File: config.mk
export PLATFORM = sky130hd
export DESIGN_NAME = adder_arbiter
export DESIGN_NICKNAME = d
export VERILOG_FILES = /design/src/rtl/adder_arb_pkg.sv /design/src/rtl/adder_arbiter_adder.sv /design/src/rtl/adder_arbiter.sv
export SDC_FILE = /design/constraint.sdc
export NUM_CORES = 1
export LEC_CHECK = 0
export ABC_AREA = 0
export CAP_MARGIN = 20
export CORE_MARGIN = 3
export CORE_UTILIZATION = 29
export DETAILED_ROUTE_END_ITERATION = 10
export SKIP_LAST_GASP = 1
export SLEW_MARGIN = 20
export SYNTH_ARGS = -nofsm -noshare
export SYNTH_HDL_FRONTEND = slang
export SYNTH_SLANG_ARGS = --single-unit
File: constraint.sdc
create_clock -name iClk -period 5.97 [get_ports iClk]
set_clock_uncertainty 0.15 [all_clocks]
set_input_delay 1.194 -clock iClk [delete_from_list [all_inputs] [get_ports iClk]]
set_output_delay 1.194 -clock iClk [all_outputs]
set_load 0.05 [all_outputs]
File: src/rtl/adder_arb_pkg.sv
// Shared definitions for the adder arbiter: requester count default,
// response-id width derivation and the result-holding state type.
// Operand width comes from the BITWIDTH macro (defaults to 8 if unset).
`ifndef BITWIDTH
`define BITWIDTH 8
`endif

package adder_arb_pkg;

  localparam int NUM_REQ_DEFAULT = 4;

  // Width of a requester index. A single-requester build still needs a
  // one-bit id, so the degenerate case is clamped rather than left at zero.
  function automatic int idWidth(input int numReq);
    return (numReq > 1) ? $clog2(numReq) : 1;
  endfunction

  typedef enum logic {
    IDLE = 1'b0,  // no result held
    FULL = 1'b1   // result register holds a result
  } state_t;

endpackage

File: src/rtl/adder_arbiter_adder.sv
// Purpose: combinational W-bit adder with the carry kept as the top result bit.
// Latency: 0 cycles (pure combinational); the caller registers the sum.
// Backpressure: none, no handshake at this level.
// Ports: iA, iB operands [W-1:0]; oSum = iA + iB, [W:0].
module adder #(
  parameter int W = `BITWIDTH
) (
  input  logic [W-1:0] iA,
  input  logic [W-1:0] iB,
  output logic [W:0]   oSum
);

  assign oSum = {1'b0, iA} + {1'b0, iB};

endmodule

File: src/rtl/adder_arbiter.sv
// Purpose: shares one adder among NUM_REQ requesters; a registered sum and
//          the owning requester id are returned on a valid/ready response.
// Latency: 1 cycle from accept to oRspValid; 1 result per cycle sustained.
// Backpressure: while a result is held and iRspReady=0 no request is granted
//          and the response holds stable.
// Ports: iClk, iRstN (async active-low), iEn (global hold), iClr (sync clear);
//        iReqValid/iReqData0/iReqData1/oReqReady per-requester request side;
//        oRspValid/iRspReady/oRspId/oRspData response side.
// Config: define ADDER_ARB_FIXED_PRIO_EN for fixed lowest-index-wins priority;
//         default build uses round-robin with a rotating priority pointer.
module adder_arbiter
  import adder_arb_pkg::*;
#(
  parameter int NUM_REQ = NUM_REQ_DEFAULT,
  parameter int ID_W    = idWidth(NUM_REQ)
) (
  input  logic                                iClk,
  input  logic                                iRstN,
  input  logic                                iEn,
  input  logic                                iClr,
  input  logic [NUM_REQ-1:0]                  iReqValid,
  input  logic [NUM_REQ-1:0][`BITWIDTH-1:0]   iReqData0,
  input  logic [NUM_REQ-1:0][`BITWIDTH-1:0]   iReqData1,
  output logic [NUM_REQ-1:0]                  oReqReady,
  output logic                                oRspValid,
  input  logic                                iRspReady,
  output logic [ID_W-1:0]                     oRspId,
  output logic [`BITWIDTH:0]                  oRspData
);

  state_t            state;
  logic              canAccept;
  logic              anyValid;
  logic              accept;
  logic [ID_W-1:0]   winId;
  logic [`BITWIDTH-1:0] opA;
  logic [`BITWIDTH-1:0] opB;
  logic [`BITWIDTH:0]   sum;

  // A slot opens when nothing is held, or when the held result leaves this
  // same cycle. Reset is folded in so the grant is forced low asynchronously.
  assign canAccept = iRstN & iEn & ~iClr & ((state == IDLE) | iRspReady);
  assign accept    = canAccept & anyValid;

`ifdef ADDER_ARB_FIXED_PRIO_EN
  // Scan high to low so the lowest-index valid requester is the last writer.
  always_comb begin
    winId    = '0;
    anyValid = 1'b0;
    for (int i = NUM_REQ - 1; i >= 0; i--) begin
      if (iReqValid[i]) begin
        anyValid = 1'b1;
        winId    = ID_W'(i);
      end
    end
  end
`else
  logic [ID_W-1:0] ptr;
  int              idx;

  // Search starts at the pointer and wraps; the first valid index wins.
  always_comb begin
    winId    = '0;
    anyValid = 1'b0;
    idx      = 0;
    for (int k = 0; k < NUM_REQ; k++) begin
      idx = int'(ptr) + k;
      if (idx >= NUM_REQ) begin
        idx = idx - NUM_REQ;
      end
      if (!anyValid && iReqValid[idx]) begin
        anyValid = 1'b1;
        winId    = ID_W'(idx);
      end
    end
  end

  // Pointer moves only on a grant; clear returns it to requester 0.
  always_ff @(posedge iClk or negedge iRstN) begin
    if (!iRstN) begin
      ptr <= '0;
    end else if (iEn) begin
      if (iClr) begin
        ptr <= '0;
      end else if (accept) begin
        ptr <= (winId == ID_W'(NUM_REQ - 1)) ? '0 : winId + 1'b1;
      end
    end
  end
`endif

  always_comb begin
    oReqReady = '0;
    if (accept) begin
      oReqReady[winId] = 1'b1;
    end
  end

  // Operands of the winner are steered into the single shared adder.
  assign opA = iReqData0[winId];
  assign opB = iReqData1[winId];

  adder #(
    .W(`BITWIDTH)
  ) uAdder (
    .iA  (opA),
    .iB  (opB),
    .oSum(sum)
  );

  // Clear wins over a same-cycle accept or handshake. An accept overwrites
  // the held result, which covers the back-to-back case where the previous
  // result is consumed in the same cycle.
  always_ff @(posedge iClk or negedge iRstN) begin
    if (!iRstN) begin
      state    <= IDLE;
      oRspId   <= '0;
      oRspData <= '0;
    end else if (iEn) begin
      if (iClr) begin
        state    <= IDLE;
        oRspId   <= '0;
        oRspData <= '0;
      end else if (accept) begin
        state    <= FULL;
        oRspId   <= winId;
        oRspData <= sum;
      end else if ((state == FULL) && iRspReady) begin
        state <= IDLE;
      end
    end
  end

  assign oRspValid = (state == FULL);

endmodule

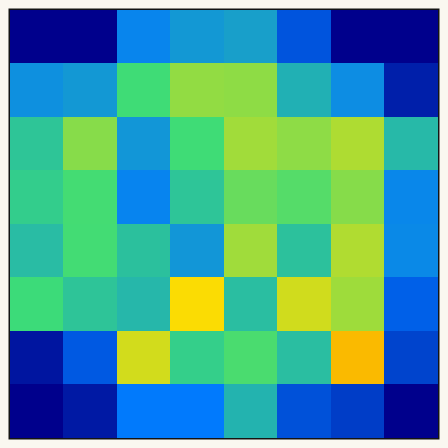
(run_1/density.png)
8 x 8 tiles, from dark blue (low) to red (high), 0 to 100% covered.
mean over tiles: 38%
fullest tile: 79%
tiles over 75% full: 1.6%
nearly empty tiles: 9.4%

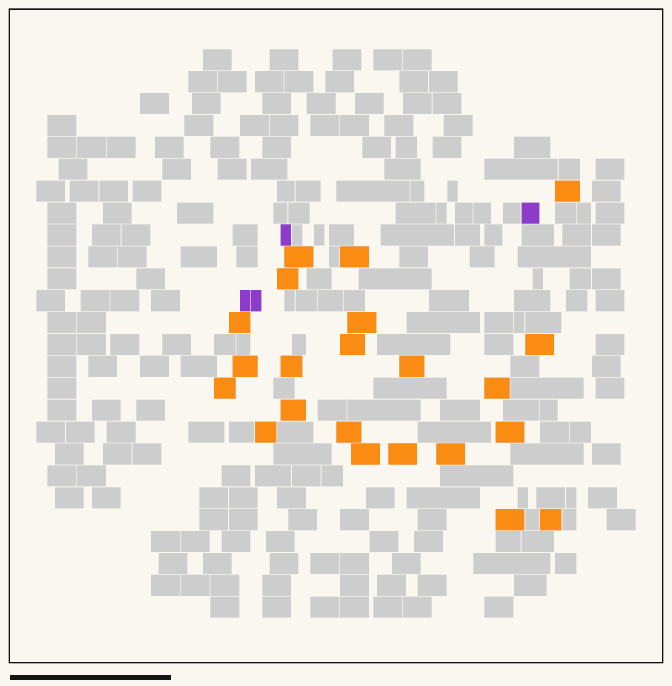
(run_1/gate_families.png)
Bar = 20 µm.
[orange] AND-OR and OR-AND gates | cells: 22 | most used: a22o_2
[purple] NOR gates | cells: 4 | most used: nor2_1

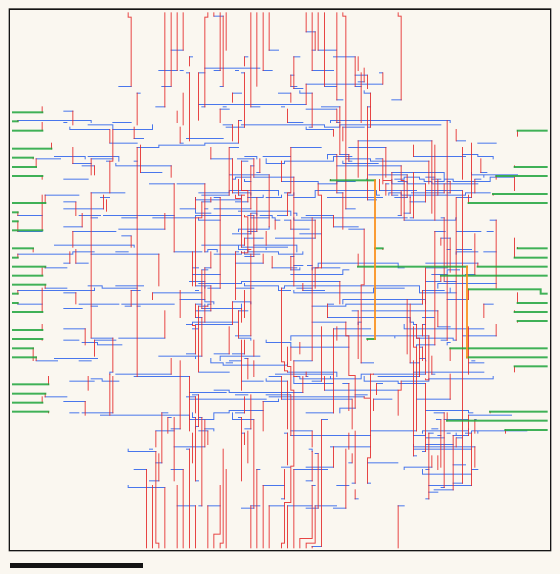
(run_1/metal_stack.png)
Bar = 20 µm.
[green] met3 | wire length: 279 µm
[orange] met4 | wire length: 37.4 µm
[blue] met1 | wire length: 1830 µm
[red] met2 | wire length: 1860 µm
total detailed-routing wirelength: 4000 µm
via total after detailed routing: 1520
global router's overall resource usage: 12.5%

==> COMMIT_EDITMSG, run 1 <==
Add synthesis and place-and-route results

* Total cells reported by yosys after synthesis: 157
* Antenna Nets Post-Route: 0
- First-pass GRT wire length: around 6600 µm
- For the worst setup path, the data arrival time is between 3 and 4 ns.
* Seq cells post-synth: 14
* Number of antenna cells inserted: 0
- The number of antenna violations at the first check in global routing was 0.
- Combined buffer and inverter count along the critical path: 3
* Fraction of the core area covered by cells at the end of the flow: between 40% and 50%
* Largest net degree at the start of global routing: 21
- CP Capture Point: oReqReady[1]
- Maximum root-to-sink buffer count: 2
- Switching power as a fraction of the total was reported as a little over two fifths.
* Clock period minus worst slack: 5.05 ns
* Max Fclk: 198 MHz
- The transition time recorded at the tightest slew-check pin is about 0.56 ns.
* Combinational family with the most area after synthesis: multiplexers
- Internal power: between 300 and 400 µW
- Counting tap cells, the placed design contains a total of just over 300 instances.
- Run status: complete, no violations
* Last weighted congestion value of the routability-driven placer: 0.709
- R2R Path Start: ptr[1]
- Ys async rst share: 100%
- Net switching component of the power: approximately 250 µW
- Tightest Hold Check Type: flip-flop to flip-flop
* Initial DRC count: about 73
- Cell type with the highest occurrence count on the critical path: sky130_fd_sc_hd__clkdlybuf4s50_1
- Capturing point of the worst reg2reg path: oRspData[8]
- Flop pwr share: between 20% and 30%
- Layout Nets: approximately 330
- Crit path largest cell delay: 0.69 ns
- Dominant power group: combinational logic
- Setup repair after global routing left no endpoint under its margin.
- Looking at the hold checks, the worst path lands on oRspData[7].
- Per the synthesis report, the simple-gate share of the synthesized area is between 7 and 8%.
* Remaining routing DRC violations: 0
- Per report_power, the Clock row totals ~75 µW.
- The critical path starts at iReqValid[0].
* Clock share of power: 12.8%
- Power drawn by the sequential cells: around 130 µW
- Synth warn: 0
- Per report_power, the combinational group accounts for between 60 and 70% of the total.
- Post-CTS resize count: 0
- Complex-gate fraction of the synthesized area: between 20 and 25%
* Placement-stage cell area: around 2500 µm²
- According to the Yosys statistics, the synthesized design has a chip area of approximately 1600 µm².
- Synth-to-Final Area Change: 58.2%
- For this run, the leading register cell type out of synthesis is sky130_fd_sc_hd__dfrtp_1.
- HPWL reported at the end of detailed placement: between 3000 and 4000 µm
* Power Dens Cells: around 230 nW/µm²
* Final non-filler cell area: 2580 µm²
- Final critical-path setup slack: 0.923 ns
- According to the floorplan log, the row count is 26.
- Hold is met by 0.350 ns.
* Cell count along the critical path: 8
- The timing report gives the clock slew at the launch and capture registers of the worst setup and hold paths as 0.05 ns.
- XOR/XNOR share of the synthesized area: 0.537%
- Relative slew slack: a little over three fifths
- During placement, the flow inserted port buffers numbering roughly 88.
- Remaining Overflow, GRT: 0
- Seq share, synth: between 20% and 30%
- Root Buffer: sky130_fd_sc_hd__clkbuf_8
* Critical path class: primary input to primary output
* Count of H-tree levels built during CTS: 1
- After routing, the total negative slack on setup checks comes to 0 ns.
- Measured in cells, the most critical reg-to-reg path has a length of 11.
* Number of library cell types mapped by synthesis: 46
- Setup crit end kind: primary output
- Cells along the critical path: clkdlybuf4s50_1 -> a21o_1 -> a21oi_1 -> o22a_2 -> inv_1 -> ha_1 -> and2_2 -> clkdlybuf4s50_1
* Final-report hold violation count: 0
* Worst EP required: around 4.6 ns
- Post-CTS setup-driven buffer insertion count: 0
- Post-synth top area cell: sky130_fd_sc_hd__mux2i_1
* Largest delay contributor family on the critical path: buffers and inverters
- Vias in the first global route: about 1.5k
- Among all stages on the critical path, the largest delay is contributed by sky130_fd_sc_hd__clkdlybuf4s50_1.
- Per the TritonCTS log, the buffer count is 3.
* Most common logic cells in the final layout: sky130_fd_sc_hd__clkdlybuf4s50_1, sky130_fd_sc_hd__mux2i_1, sky130_fd_sc_hd__dfrtp_1
- Die X: approximately 81 µm
- Final Total Pwr: a little under 600 µW
- In this run the most critical hold path is launched from oRspData[7].
- Max fanout on the critical path was recorded as 20.
- TritonCTS built the clock tree.
- Measured along the y axis, the die boundary spans 81.0 µm.
* Number of standard cells in the layout, taps in and fillers out: about 310
* Synth area leaders: sky130_fd_sc_hd__mux2i_1, sky130_fd_sc_hd__dfrtp_1, sky130_fd_sc_hd__ha_1
- After detailed routing, the number of vias per cell comes to 4.87.
* Router iterations before antenna repair: 4
* DP Worst Slack: 0.851 ns
* I/O pins: 89
- The net count after synthesis is roughly 240.
- Mapped Cells: ~160
- In this run the biggest area consumer among cell types represents between 20 and 30% of the synthesized area.
* Setup violations, final: 0
- Count of flip-flops with a built-in enable after synthesis: 0
- For this sky-water flow run, the detailed-routed wirelength per cell is reported as roughly 13 µm.
* CORE AREA: roughly 5300 µm²
- Peak supply drop: ~0.073 mV
- Count of warning messages emitted by the tools: 29
- Worst-skew pair later-pin latency: approximately 0.24 ns
- Final Cycle Share: 84.5%
- Most common cell after layout, fill and taps aside: sky130_fd_sc_hd__clkdlybuf4s50_1
- Summed over all combinational cells, the power is around 390 µW.
- In this run the maximum-capacitance check reported violations numbering 0.
- Of the total synthesized cell area, the portion taken by full adders, half adders and majority gates is a little over a tenth.
* Floorplan Utilization: a little under a third
* Chip footprint: ~6600 µm²
- Of the cells placed in the final design, the portion with a size suffix greater than 1 is 9.50%.
- In this run the static leakage power is around 0.0012 µW.
- The clock drives 14 sinks.
* Most common cell in the netlist: sky130_fd_sc_hd__mux2i_1
- Summing all multiplexer cells gives an area fraction of 30.2%.
* Final tally of max-slew violations: 0
- Along the worst hold path, the cell count comes to 1.
- Top cells by count: sky130_fd_sc_hd__mux2i_1, sky130_fd_sc_hd__dfrtp_1, sky130_fd_sc_hd__ha_1
- After synthesis, the mean cell area works out to approximately 10 µm².
- The post-CTS hold buffer count recorded in the log is 0.
* Syn Std Cell Area: 1630 µm²
- FF-to-FF setup slack: between 2 and 2.5 ns
- Critical path launch point type: primary input
-- run 1: metal layers --
layer	up-vias	wire length, µm	GRT usage (%)	share of wire (%)
met3	5	279	2.22	7.0
met4	0	37	3.04	0.93
met2	49	1860	20.6	46
li1	780	-	-	-
met5	-	0	0	0
met1	686	1830	16.8	46
-- run 1: state kept, by name, summed over array words and instances, names as in the netlist --
signal / count
oRspData: 9
oRspId: 2
oRspValid: 1
ptr: 2
-- run 1: layout make-up --
| cell class | instances | area [µm²] |
|---|---|---|
| inverter | 7 | 26.3 |
| fill | 547 | 2690 |
| tap | 70 | 87.6 |
| timing repair buffer | 91 | 903 |
| sequential | 14 | 350 |
| multi-input combinational | 127 | 1170 |
| clock buffer | 3 | 41.3 |
==> run_1/clock_map.png <==
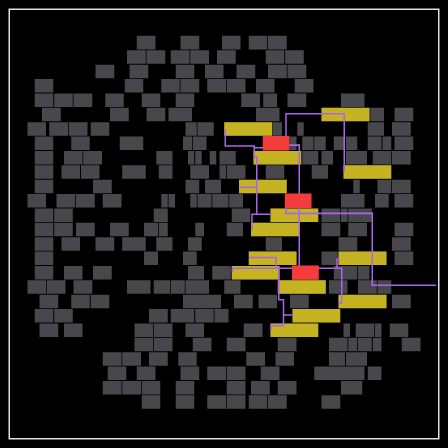

==> run 2, diff against run 1 <==
==> constraint.sdc (replaced) <==
create_clock -name iClk -period 5 [get_ports iClk]
set_clock_uncertainty 0.15 [all_clocks]
set_input_delay 1 -clock iClk [delete_from_list [all_inputs] [get_ports iClk]]
set_output_delay 1 -clock iClk [all_outputs]
set_load 0.05 [all_outputs]
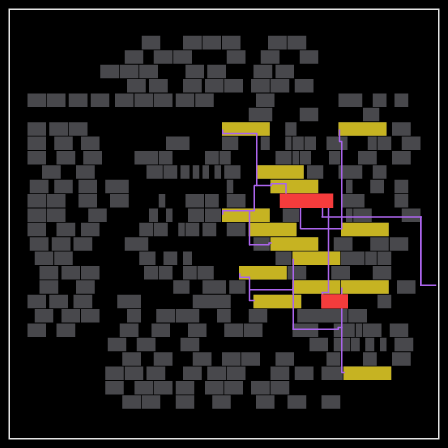
(run_2/clock_map.png)
[red] cells driving clock nets | count: 3
[yellow] flip-flops | count: 14
[purple] clock wires | length: 209 µm
routed clock nets: 4

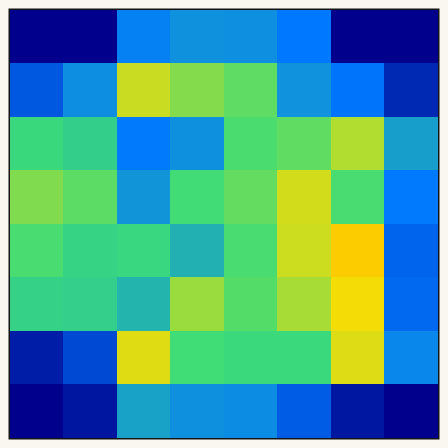
(run_2/density.png)
8 x 8 tiles, from dark blue (low) to red (high), 0 to 100% covered.
tiles over 75% full: 1.6%
nearly empty tiles: 9.4%
mean over tiles: 38%

==> COMMIT_EDITMSG, run 2 <==
Add synthesis and place-and-route results

* Maximum root-to-sink buffer count: 2 (unchanged)
- The tool warning count came to 29 (unchanged).
- The worst hold path depth is 1 (unchanged).
- Per the GRT log, the top usage layer is met2.
* Registers with the most flip-flops: oRspData (9), oRspId (2), ptr (2)
- The filler cell count in the final layout came to 535 (-2.2%).
* Clock transition at the registers of the reported paths: 0.06 ns (about the same)
* P_clk: 110 µW (+47%)
- Critical path launch point type: primary input
- The worst slew slack as a fraction of its limit is 64.5% (+1.6 points).
* Standard-cell rows: 26 (unchanged)
- Total instance count after detailed placement: 310 (+0.32%)
- The TritonCTS sink count is 14 (unchanged).
* Power drawn by the sequential cells: 150 µW (+20%)
- The number of warnings reported in the yosys synthesis log was 0 (unchanged).
* CP Capture Point: oReqReady[1]
* Cell type with the highest occurrence count on the critical path: sky130_fd_sc_hd__buf_4
* Max Fclk: ~230 MHz
- Register with the most flip-flops: oRspData
- Number of library cell types mapped by synthesis: 46 (unchanged)
- Area of the multi-input gates: 1170 µm² (unchanged)
- The weighted congestion at the end of routability-driven global placement came to 0.743 (+4.8%).
- Synthesized chip area reported by yosys: 1630 µm² (unchanged)
- On the critical path, the stage with the largest delay is an instance of sky130_fd_sc_hd__clkdlybuf4s50_1.
* Leakage power of the design: 0.00120 µW (+1.7%)
* Fraction of the core area covered by cells at the end of the flow: 49.1% (+0.21 points)
- The most critical min-delay path falls under flip-flop to flip-flop.
* Net Count, Synth: 243 (unchanged)
- CTS tree: done
* Post-synth top flop: sky130_fd_sc_hd__dfrtp_1
* Met3 wirelength from detailed routing: 246 µm (-12%)
- Setup repair after global routing missed its margin: false
* Remaining routing DRC violations: 0 (unchanged)
- Per STA, the startpoint of the critical path is iReqValid[1].
- The register bit total from synthesis was 14 (unchanged).
- The detailed router used layers up to and including met4.
- Syn Std Cell Area: 1630 µm² (unchanged)
- Average detailed-routed wire length per instance: 12.8 µm (about the same)
- The flip-flop and latch area is 350 µm² (unchanged).
- Ys async rst share: 100% (unchanged)
* Via density per instance: 4.82 (-0.96%)
- Final non-filler cell area: 2590 µm² (+0.44%)
- Post-synth top area cell: sky130_fd_sc_hd__mux2i_1
- Power dissipated in combinational cells: 465 µW (+20%)
* Routed length on met1: 1820 µm (-0.27%)
- The count of max-cap constraint violations was 0 (unchanged).
- The final cell count without fillers was 314 (+0.64%).
- The run finished with clean final reports.
- The worst setup path is of the primary input to primary output kind.
- The global-route met3 utilization is 1.44% (-0.78 points).
- The logic gate share of total power was 64.2% (-1.7 points).
* Combined buffer and inverter count along the critical path: 4 (+1)
- The share of cells above drive strength 1 is 11.9% (+2.4 points).
* Router iterations before antenna repair: 4 (unchanged)
- The half-perimeter wire length after detailed placement came to 3430 µm (+3.0%).
* Hold Crit Start: oRspId[0]
- Dominant power group: combinational logic
* Total detailed-routing wirelength: 4020 µm (+0.58%)
- DP Worst Slack: 0.390 ns (-0.461 ns)
- Initial antenna violation count: 0 (unchanged)
- Per the timing report, the most critical flop-to-flop path finishes at oRspData[8].
- Synth area leaders: sky130_fd_sc_hd__mux2i_1, sky130_fd_sc_hd__dfrtp_1, sky130_fd_sc_hd__ha_1
* Hold-critical path endpoint: oRspId[0]
- The met2 track demand over resource was 21.0% (+0.41 points).
- Flop pwr share: 20.7% (-0.6 points)
- The post-CTS resize count came to 0 (unchanged).
- The met2 wire length came to 1920 µm (+3.6%).
- In this run the critical register-to-register path is launched from ptr[1].
- Between the synthesized netlist and the finished layout, the area growth was recorded as 58.9%.
* CORE AREA: 5270 µm² (unchanged)
- Worst-skew pair later-pin latency: 0.24 ns (about the same)
- Clock period minus worst slack: roughly 4.4 ns
- The quantity of I/O buffers inserted on ports came to 88 (unchanged).
- Final tally of max-slew violations: 0 (unchanged)
* Vias in the first global route: 1454 (-1.7%)
- The residual overflow from global routing is 0 (unchanged).
-- run 2: cell types whose count changed in the layout (fill, tap and decap cells not counted) --
cell                              delta
sky130_fd_sc_hd__buf_4               +5
sky130_fd_sc_hd__clkdlybuf4s50_1     -4
sky130_fd_sc_hd__clkbuf_8            +1
-- run 2: final cells by class --
class / instances / area share (%)
Tap cell: 70 / 3.38
Timing Repair Buffer: 92 / 34.8
Sequential cell: 14 / 13.5
Inverter: 7 / 1.01
Multi-Input combinational cell: 127 / 45.2
Clock buffer: 4 / 2.13
-- run 2: kinds of logic after synthesis --
kind of cell    Yosys count  share of synthesized area, %
mux                      49                          30.2
buf+inv                  16                          7.44
simple gates             19                          7.75
xor+xnor                  1                         0.537
flops                    14                          21.5
fa+ha+maj                13                          10.4
compound gates           45                          22.2
==> run_2/gate_families.png <==
Bar = 20 µm.
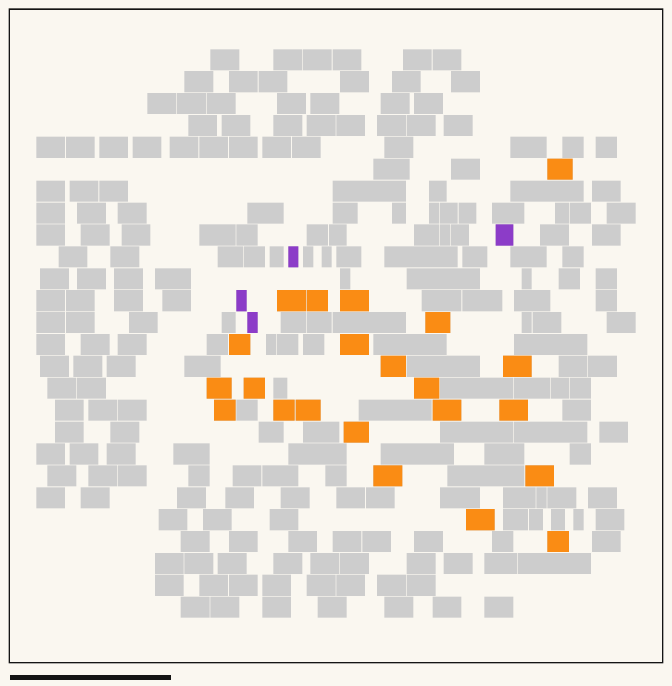

==> run 3, diff against run 2 <==
--- a/config.mk
+++ b/config.mk
@@ -10,6 +10,7 @@
 export CORE_MARGIN = 3
 export CORE_UTILIZATION = 29
 export DETAILED_ROUTE_END_ITERATION = 10
+export PLACE_DENSITY = 0.62
 export SKIP_LAST_GASP = 1
 export SLEW_MARGIN = 20
 export SYNTH_ARGS = -nofsm -noshare
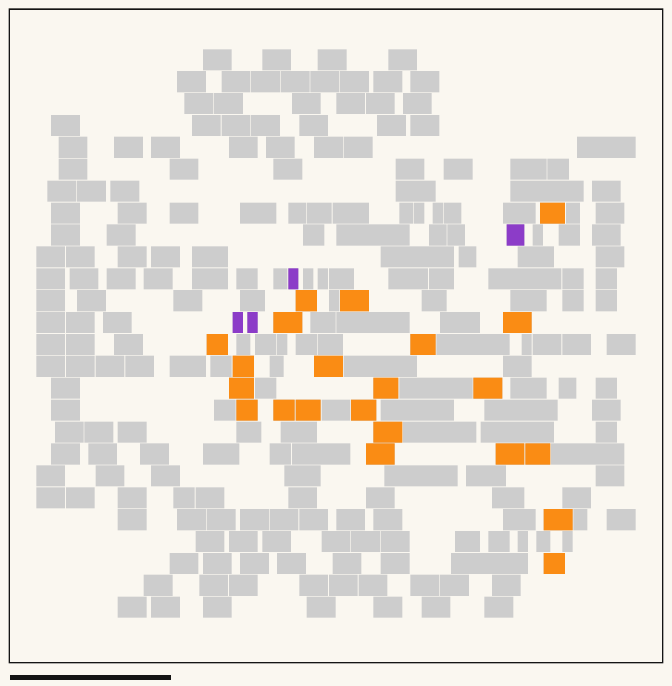
(run_3/gate_families.png)
Bar = 20 µm.
[orange] AND-OR and OR-AND gates | cells: 22 | most used: a22o_2
[purple] NOR gates | cells: 4 | most used: nor2_1
combinational share of cell area: 45.0%
most common cell after layout, fill and taps aside: sky130_fd_sc_hd__clkdlybuf4s50_1
number of standard cells in the layout, taps in and fillers out: 314

==> COMMIT_EDITMSG, run 3 <==
Add synthesis and place-and-route results

- For reference, the most critical setup path is categorized as primary input to primary output.
* Leading cell kind: logic gates
- Per the Yosys statistics, synthesis produced approximately 160 cells.
- Setup repair after global routing left no endpoint under its margin.
- Once detail routing completed, the nets flagged for antenna violations numbered 0.
* Simple-gate share of the synthesized area: 7.75% (unchanged)
* XOR/XNOR share of the synthesized area: 0.537% (unchanged)
* HPWL reported at the end of detailed placement: 3370 µm (-1.8%)
- Yosys attributes the largest share of cell area to sky130_fd_sc_hd__mux2i_1, sky130_fd_sc_hd__dfrtp_1, sky130_fd_sc_hd__ha_1.
- The share of the core area taken by cells at floorplan is between 30% and 40%.
* CORE AREA: 5270 µm² (unchanged)
- The layer flagged by global routing as most heavily used is met2.
- The post-synthesis mux area share was 30.2% (unchanged).
- For this design, the slowest cell found on the critical path is sky130_fd_sc_hd__clkdlybuf4s50_1.
* Dominant power group: combinational logic
* Clock transition at the registers of the reported paths: 0.06 ns (about the same)
* Clock period minus worst slack: 4.33 ns (-0.0450 ns)
- Post-synth top flop: sky130_fd_sc_hd__dfrtp_1
* Vias in the first global route: 1492 (+2.6%)
- The sum of buffers and inverters on the critical path came to 4 (unchanged).
* Flip-flop and latch share of the layout cell area: 13.5% (-0.065 points)
- Number of library cell types mapped by synthesis: 46 (unchanged)
* Setup violations, final: 0
- CTS tree: done
* Net Count, Synth: 243 (unchanged)
* Fraction of area in clock buffers and inverters: 2.12% (-0.010 points)
- The commonest cells after synthesis are sky130_fd_sc_hd__mux2i_1, sky130_fd_sc_hd__dfrtp_1, sky130_fd_sc_hd__ha_1.
* Count of buffers inserted at the top-level ports: 88 (unchanged)
* Complex-gate fraction of the synthesized area: 22.2% (unchanged)
- The detailed-routing iteration count for the pre-antenna-repair pass came to 4 (unchanged).
- The multi-input combinational gate total came to 127 (unchanged).
* Worst path arrival time: 3.18 ns
* Remaining routing DRC violations: 0 (unchanged)
- Per the post-synthesis report, the number of cells in the design is approximately 160.
- The synthesized area was 1630 µm² (unchanged).
* Count of warning messages emitted by the tools: 29 (unchanged)
* Tightest Hold Check Type: flip-flop to flip-flop
- Seq share, synth: 21.5%
* Cells along the critical path: clkdlybuf4s50_1 -> mux2_2 -> o221ai_4 -> buf_4 -> inv_2 -> ha_1 -> and2_2 -> buf_4
- Number of clock sinks: 14 (unchanged)
- Post-synth top area cell: sky130_fd_sc_hd__mux2i_1
* Flip-flop and latch area: 350 µm² (unchanged)
- Combinational cell fraction of total power: 64.2% (about the same)
* Number of cells traversed by the worst hold path: 1 (unchanged)
- Synth warn: 0 (unchanged)
- The post-synth area from yosys stat is 1630 µm² (unchanged).
- The final critical path takes up between 80% and 90% of the cycle.
* DP Worst Slack: 0.393 ns (+0.00233 ns)
* Total detailed-routing wirelength: 4050 µm (+0.67%)
- The filler cell count in the final layout is 528 (-1.3%).
- Last weighted congestion value of the routability-driven placer: 0.709 (-4.6%)
- The well-tap cell count was 70 (unchanged).
- The static leakage is 0.00120 µW (+0.23%).
- The residual overflow from global routing is 0 (unchanged).
- Fraction of final layout cells with drive strength greater than 1: 11.9% (unchanged)
- Register with the most flip-flops: oRspData
- The share of flip-flops with an asynchronous set or reset came to 100% (unchanged).
- The length of routed met3 wiring came to 258 µm (+4.9%).
- Routed length on met1: 1820 µm (about the same)
* Average detailed-routed wire length per instance: 12.9 µm (+0.67%)
* Total instance count after detailed placement: 310 (unchanged)
* Relative slew slack: 63.9% (-0.58 points)
- The global-route met3 utilization was 1.88% (+0.44 points).
- Run status: complete, no violations
* Cell type with the highest occurrence count on the critical path: sky130_fd_sc_hd__buf_4
- The non-clock buffering overhead in the final layout is 35.1% (+0.31 points).
* Post-CTS resize count: 0 (unchanged)
* Number of clock-tree buffers in the layout: 4 (unchanged)
* Critical path launch point type: primary input
- Worst-skew pair later-pin latency: 0.24 ns (about the same)
* Max Fclk: 231 MHz (+1.0%)
- The met2 wire length was 1950 µm (+1.6%).
- Registers with the most flip-flops: oRspData (9), oRspId (2), ptr (2)
- The count of standard-cell rows was 26 (unchanged).
* Post-CTS Hold Fix Bufs: 0
- The register bit total from synthesis came to 14 (unchanged).
* Number of ordinary and repair buffers in the finished layout: 92 (unchanged)
- Final tally of max-slew violations: 0 (unchanged)
- Initial antenna violation count: 0 (unchanged)
- The final sequential cell count is 14 (unchanged).
- Fraction of the mapped netlist area in adder cells: 10.4% (unchanged)
* Final non-filler cell area: 2600 µm² (+0.48%)
- Number of non-clock inverters: 7 (unchanged)
- The met2 track demand over resource was 21.2% (+0.16 points).
* Power dissipated in combinational cells: 464 µW (about the same)
* Area of the multi-input gates: 1170 µm² (unchanged)
- Combinational family with the most area after synthesis: multiplexers
- P_clk: 110 µW (about the same)
- Maximum root-to-sink buffer count: 2 (unchanged)
- Placement-stage cell area: about 2500 µm²
- The area growth from synthesis to layout is 59.6%.
- Flop pwr share: 20.7% (about the same)
- The sequential group power was 149 µW (about the same).
- Via density per instance: 4.82 (unchanged)
* Count of maximum capacitance violations: 0 (unchanged)
- Global routing consumed, on the met1 layer, between 10% and 20% of the routing resources.
* Uppermost layer routed: met4
- Summed over all nets, the switching power comes to approximately 300 µW.
- The final standard cell utilization of the core came to 49.4% (+0.24 points).
- The largest single stage delay on the critical path is between 0.4 and 0.5 ns.
- Via total after detailed routing: approximately 1.5k
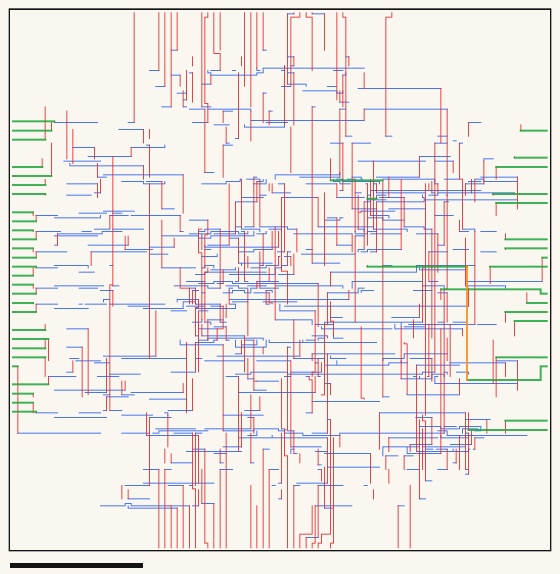
(run_3/metal_stack.png)
Bar = 20 µm.
[red] met2 | wire length: 1950 µm
[blue] met1 | wire length: 1820 µm
[orange] met4 | wire length: 17.0 µm
[green] met3 | wire length: 258 µm

-- run 3: kinds of logic (layout without fill, tap and decap cells) --
group | after synthesis | after routing
multiplexers | 49 | 49
AND-OR/OR-AND | 45 | 45
AND/OR/NAND/NOR | 19 | 19
buffers and inverters | 16 | 103
flip-flops | 14 | 14
adder cells (fa/ha/maj) | 13 | 13
XOR/XNOR | 1 | 1
-- run 3: final timing paths --
check                             startpoint            to  slack [ns]
min in group asynchronous              iRstN   oRspData[5]        0.93
worst min register to register     oRspValid     oRspValid        0.35
max in group asynchronous              iRstN     oRspValid        3.59
worst max register to register        ptr[1]   oRspData[8]        1.38
worst max-delay path            iReqValid[1]  oReqReady[1]        0.67
worst min-delay path               oRspValid     oRspValid        0.35
Power and IR drop assume default switching activity.
